--- src/rtl/jedro_1_mem_arb.sv ---
// Two-to-one memory port arbiter between instruction fetch and load/store units,
// with an in-order grant-ID FIFO for response routing. Define JEDRO_1_ARB_RR_EN for round-robin.
module jedro_1_mem_arb #(
  parameter int DATA_WIDTH      = 32,
  parameter int MAX_OUTSTANDING = 2
) (
  input  logic                  clk_i,
  input  logic                  rstn_i,

  input  logic [DATA_WIDTH-1:0] ifu_req_addr_i,
  input  logic [DATA_WIDTH-1:0] ifu_req_data_i,
  input  logic [3:0]            ifu_req_strobe_i,
  input  logic                  ifu_req_write_i,
  input  logic                  ifu_req_valid_i,
  output logic                  ifu_req_ready_o,
  output logic [DATA_WIDTH-1:0] ifu_rsp_data_o,
  output logic                  ifu_rsp_error_o,
  output logic                  ifu_rsp_valid_o,
  input  logic                  ifu_rsp_ready_i,

  input  logic [DATA_WIDTH-1:0] lsu_req_addr_i,
  input  logic [DATA_WIDTH-1:0] lsu_req_data_i,
  input  logic [3:0]            lsu_req_strobe_i,
  input  logic                  lsu_req_write_i,
  input  logic                  lsu_req_valid_i,
  output logic                  lsu_req_ready_o,
  output logic [DATA_WIDTH-1:0] lsu_rsp_data_o,
  output logic                  lsu_rsp_error_o,
  output logic                  lsu_rsp_valid_o,
  input  logic                  lsu_rsp_ready_i,

  output logic [DATA_WIDTH-1:0] mem_req_addr_o,
  output logic [DATA_WIDTH-1:0] mem_req_data_o,
  output logic [3:0]            mem_req_strobe_o,
  output logic                  mem_req_write_o,
  output logic                  mem_req_valid_o,
  input  logic                  mem_req_ready_i,
  input  logic [DATA_WIDTH-1:0] mem_rsp_data_i,
  input  logic                  mem_rsp_error_i,
  input  logic                  mem_rsp_valid_i,
  output logic                  mem_rsp_ready_o,

  output logic                  busy_o
);

  localparam int PTR_W = (MAX_OUTSTANDING > 1) ? $clog2(MAX_OUTSTANDING) : 1;
  localparam int CNT_W = $clog2(MAX_OUTSTANDING + 1);

  localparam logic ID_IFU = 1'b0;
  localparam logic ID_LSU = 1'b1;

  function automatic logic [PTR_W-1:0] ptr_inc(input logic [PTR_W-1:0] p);
    if (p == PTR_W'(MAX_OUTSTANDING - 1)) begin
      return '0;
    end
    return p + PTR_W'(1);
  endfunction

  logic             lock_vld;
  logic             lock_id;
  logic             sel;
  logic             sel_valid;
  logic             contend_winner;
  logic             can_issue;
  logic             req_fire;
  logic             rsp_fire;
  logic             head;
  logic [CNT_W-1:0] count;
  logic [PTR_W-1:0] wr_ptr;
  logic [PTR_W-1:0] rd_ptr;
  logic             id_mem [MAX_OUTSTANDING];

`ifdef JEDRO_1_ARB_RR_EN
  // Names the requester that wins the next contended cycle.
  logic rr_ptr;

  always_ff @(posedge clk_i or negedge rstn_i) begin
    if (!rstn_i) begin
      rr_ptr <= ID_IFU;
    end else if (req_fire) begin
      rr_ptr <= ~sel;
    end
  end

  assign contend_winner = rr_ptr;
`else
  assign contend_winner = ID_LSU;
`endif

  always_comb begin
    sel = ID_IFU;
    if (lock_vld) begin
      sel = lock_id;
    end else if (ifu_req_valid_i && !lsu_req_valid_i) begin
      sel = ID_IFU;
    end else if (lsu_req_valid_i && !ifu_req_valid_i) begin
      sel = ID_LSU;
    end else if (ifu_req_valid_i && lsu_req_valid_i) begin
      sel = contend_winner;
    end
  end

  assign can_issue = (count < CNT_W'(MAX_OUTSTANDING));
  assign sel_valid = (sel == ID_LSU) ? lsu_req_valid_i : ifu_req_valid_i;

  always_comb begin
    mem_req_addr_o   = ifu_req_addr_i;
    mem_req_data_o   = ifu_req_data_i;
    mem_req_strobe_o = ifu_req_strobe_i;
    mem_req_write_o  = ifu_req_write_i;
    if (sel == ID_LSU) begin
      mem_req_addr_o   = lsu_req_addr_i;
      mem_req_data_o   = lsu_req_data_i;
      mem_req_strobe_o = lsu_req_strobe_i;
      mem_req_write_o  = lsu_req_write_i;
    end
  end

  assign mem_req_valid_o = can_issue && sel_valid;
  assign ifu_req_ready_o = (sel == ID_IFU) && can_issue && mem_req_ready_i;
  assign lsu_req_ready_o = (sel == ID_LSU) && can_issue && mem_req_ready_i;
  assign req_fire        = mem_req_valid_o && mem_req_ready_i;

  // A stalled request pins the grant so address/data never change under it.
  always_ff @(posedge clk_i or negedge rstn_i) begin
    if (!rstn_i) begin
      lock_vld <= 1'b0;
      lock_id  <= ID_IFU;
    end else if (req_fire) begin
      lock_vld <= 1'b0;
    end else if (mem_req_valid_o) begin
      lock_vld <= 1'b1;
      lock_id  <= sel;
    end
  end

  assign head = id_mem[rd_ptr];

  always_comb begin
    ifu_rsp_valid_o = 1'b0;
    lsu_rsp_valid_o = 1'b0;
    mem_rsp_ready_o = 1'b0;
    if (count != '0) begin
      if (head == ID_LSU) begin
        lsu_rsp_valid_o = mem_rsp_valid_i;
        mem_rsp_ready_o = lsu_rsp_ready_i;
      end else begin
        ifu_rsp_valid_o = mem_rsp_valid_i;
        mem_rsp_ready_o = ifu_rsp_ready_i;
      end
    end
  end

  assign ifu_rsp_data_o  = mem_rsp_data_i;
  assign ifu_rsp_error_o = mem_rsp_error_i;
  assign lsu_rsp_data_o  = mem_rsp_data_i;
  assign lsu_rsp_error_o = mem_rsp_error_i;
  assign rsp_fire        = mem_rsp_valid_i && mem_rsp_ready_o;

  always_ff @(posedge clk_i or negedge rstn_i) begin
    if (!rstn_i) begin
      count  <= '0;
      wr_ptr <= '0;
      rd_ptr <= '0;
    end else begin
      if (req_fire) begin
        wr_ptr <= ptr_inc(wr_ptr);
      end
      if (rsp_fire) begin
        rd_ptr <= ptr_inc(rd_ptr);
      end
      if (req_fire && !rsp_fire) begin
        count <= count + CNT_W'(1);
      end else if (rsp_fire && !req_fire) begin
        count <= count - CNT_W'(1);
      end
    end
  end

  // Grant-ID storage carries no reset: entries are only read behind a nonzero count.
  always_ff @(posedge clk_i) begin
    if (req_fire) begin
      id_mem[wr_ptr] <= sel;
    end
  end

  assign busy_o = (count != '0);

endmodule

--- config.mk ---
export PLATFORM = sky130hd
export DESIGN_NAME = jedro_1_mem_arb
export DESIGN_NICKNAME = d
export VERILOG_FILES = /design/src/rtl/jedro_1_mem_arb.sv
export SDC_FILE = /design/constraint.sdc
export NUM_CORES = 1
export LEC_CHECK = 0
export ABC_CLOCK_PERIOD_IN_PS = 1550
export CAP_MARGIN = 15
export CORE_AREA = 2 2 125 127
export DETAILED_ROUTE_END_ITERATION = 10
export DIE_AREA = 0 0 127 129
export PLACE_DENSITY_LB_ADDON = 0.1
export SLEW_MARGIN = 0
export SYNTH_ARGS = -nofsm -noshare
export SYNTH_HDL_FRONTEND = slang
export SYNTH_SLANG_ARGS = --single-unit
--- constraint.sdc ---
create_clock -name clk_i -period 1.55 [get_ports clk_i]
set_input_delay 0.2325 -clock clk_i [delete_from_list [all_inputs] [get_ports clk_i]]
set_output_delay 0.2325 -clock clk_i [all_outputs]
set_load 0.1 [all_outputs]
PDN straps and rails:
The bar under the picture is 50 um long. Pins as bars on the die edge. Tap cells in grey.
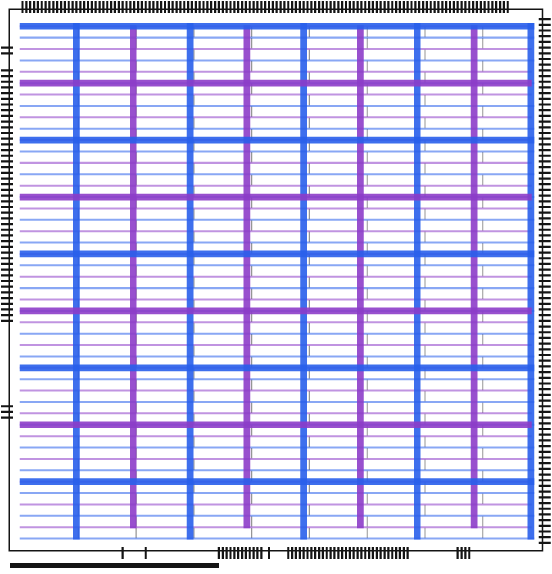
colour	net
purple	VDD
blue	VSS
tap cells	188
met4 straps	9
rows	45
Die H: 129 um
die extent in x: 127 um

Placement by cell class:
The bar under the picture is 50 um long.
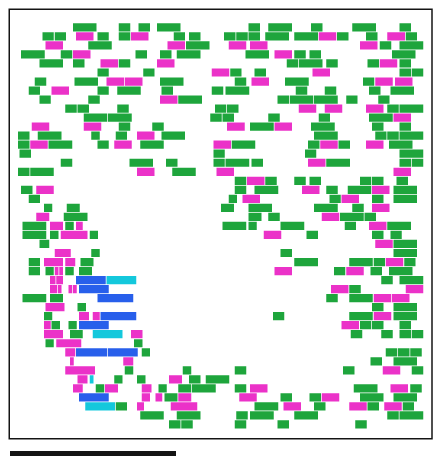
colour	class	cells
magenta	remaining logic cells	105
green	remaining buffers and delay cells	257
cyan	clock drivers and dummy loads	4
blue	registers	8

==> results.ini <==
[pwr]
p_int_mw = 5.79
maxPowerGroup = combinational logic
p_seq_uw = 420
powerDensity_nw_per_um2 = 2500
pwr-share-clk = 0.034
p_leak_nw = 2.31
swShare = 0.559
switching_power_mw = 7.34
share_comb_of_total_power = 0.934

[drt]
firstDrtPassIters = 4
drt-initial-drc-count = 54
wirelength_mm = 9.59
ant_nets = 0
wl_met3_um = 974
wl_met2_mm = 4.85
vias = 2012
wl_per_cell_um = 17.1

[sta]
setup_viol_count_final = 80
setup_tns_ns = -33.35
fin_ws_ns = -0.494
slew_headroom = 0.812
rsz0062_at_grt = true
hold_viol = 0
worst_slew_pin_slew_ns = 0.281
slew_viol_final = 0

[cells_and_area]
area_growth_pct = 156
n_antenna_cell = 0
nFillCells = 1471
nClkBuffers = 4
final_cells = 562
comb_cells = 103
utilization = 0.350
mostFrequentLayoutCell = clkdlybuf4s50_1
area_share_nonclk_buffers = 0.634
fin_area_um2 = 5250
flop_area_um2 = 211

[synthesis]
synth_dominant_cell_count = mux2_4
synth_cell_types = 23
ys.flops = 8
synth.logic.top_family = multiplexers
synthTopCellsByCount = mux2_4 (68), buf_4 (66), nor2_1 (11)
mux_area_frac = 0.525
ys_seq_frac = 0.103
ys_sh_aoi = 0.00672
yosys-stat-cells = 186
yosys_most_used_dff = dfrtp_1
synthesis.area_um2 = 2050
async_flop_share = 0.750

[placement]
pre_cts_ws_ns = -0.478
dpl-instance-area_um2 = 4970
dp.cells = 545
hpwl_mm = 8.42
io_buffers = 221

[outcome]
violations = setup timing
status = finished, violations left

[die]
num_rows = 45
pin_count = 321
die-area_um2 = 16400

[global_route]
antenna_found_initial = 0
grt-ovfl-total = 0
grt.met3_usage = 0.0328
grt.busiest_layer = met2
gr-usage-met2 = 0.184
grt_usage = 0.105
met1_usage = 0.127
grt_max_degree = 20

[critical_path]
reg2reg_from = lock_vld
worstSetupEndpointType = output port
crit_path_start_kind = flip-flop
cp_data_arrival_time_ns = 1.81
critical-path-top-delay-family = multiplexers
slowest_delay_ns = 0.41
reg2regPathDepth = 9
worst_path_max_delay_cell = dfrtp_1
setup.worst_path.start = lock_vld
critPathBufInv = 3

[clock_tree]
path_clk_slew_ns = 0.04
numCtsBuffers = 3
ctsHoldBuffers = 0

Clock network drawn from the DEF:
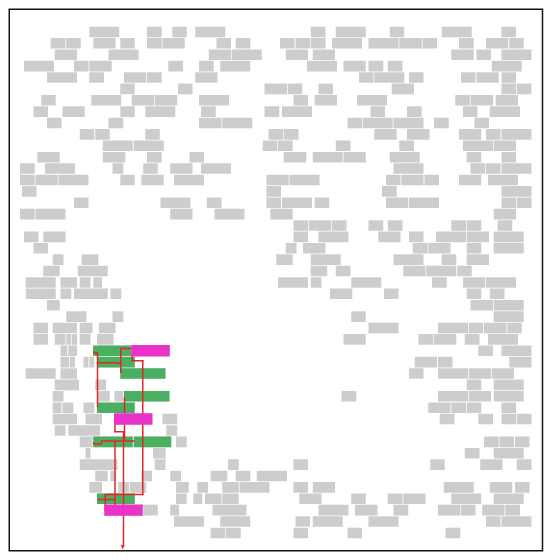
[red] clock wires | length: 162 um
[green] flip-flops | count: 8
[magenta] clock-net drivers | count: 3
flops lie	lower left
routed clock nets	4

Wiring by layer:
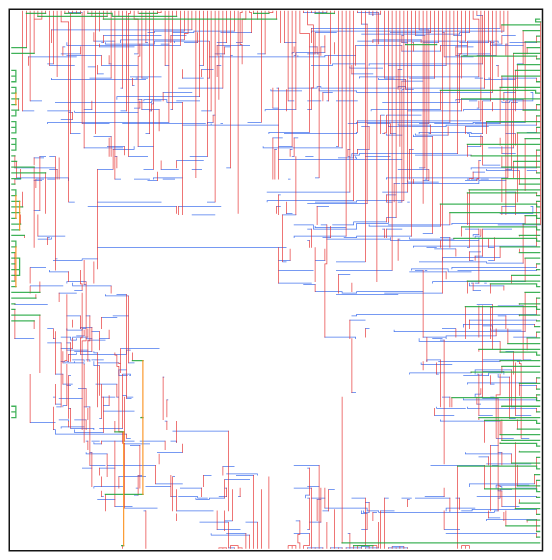
colour	layer	wire length
blue	M1	3680 um
green	M3	975 um
red	M2	4850 um
orange	M4	83.6 um

No activity file was given, so power comes from the tool's default toggle rates.
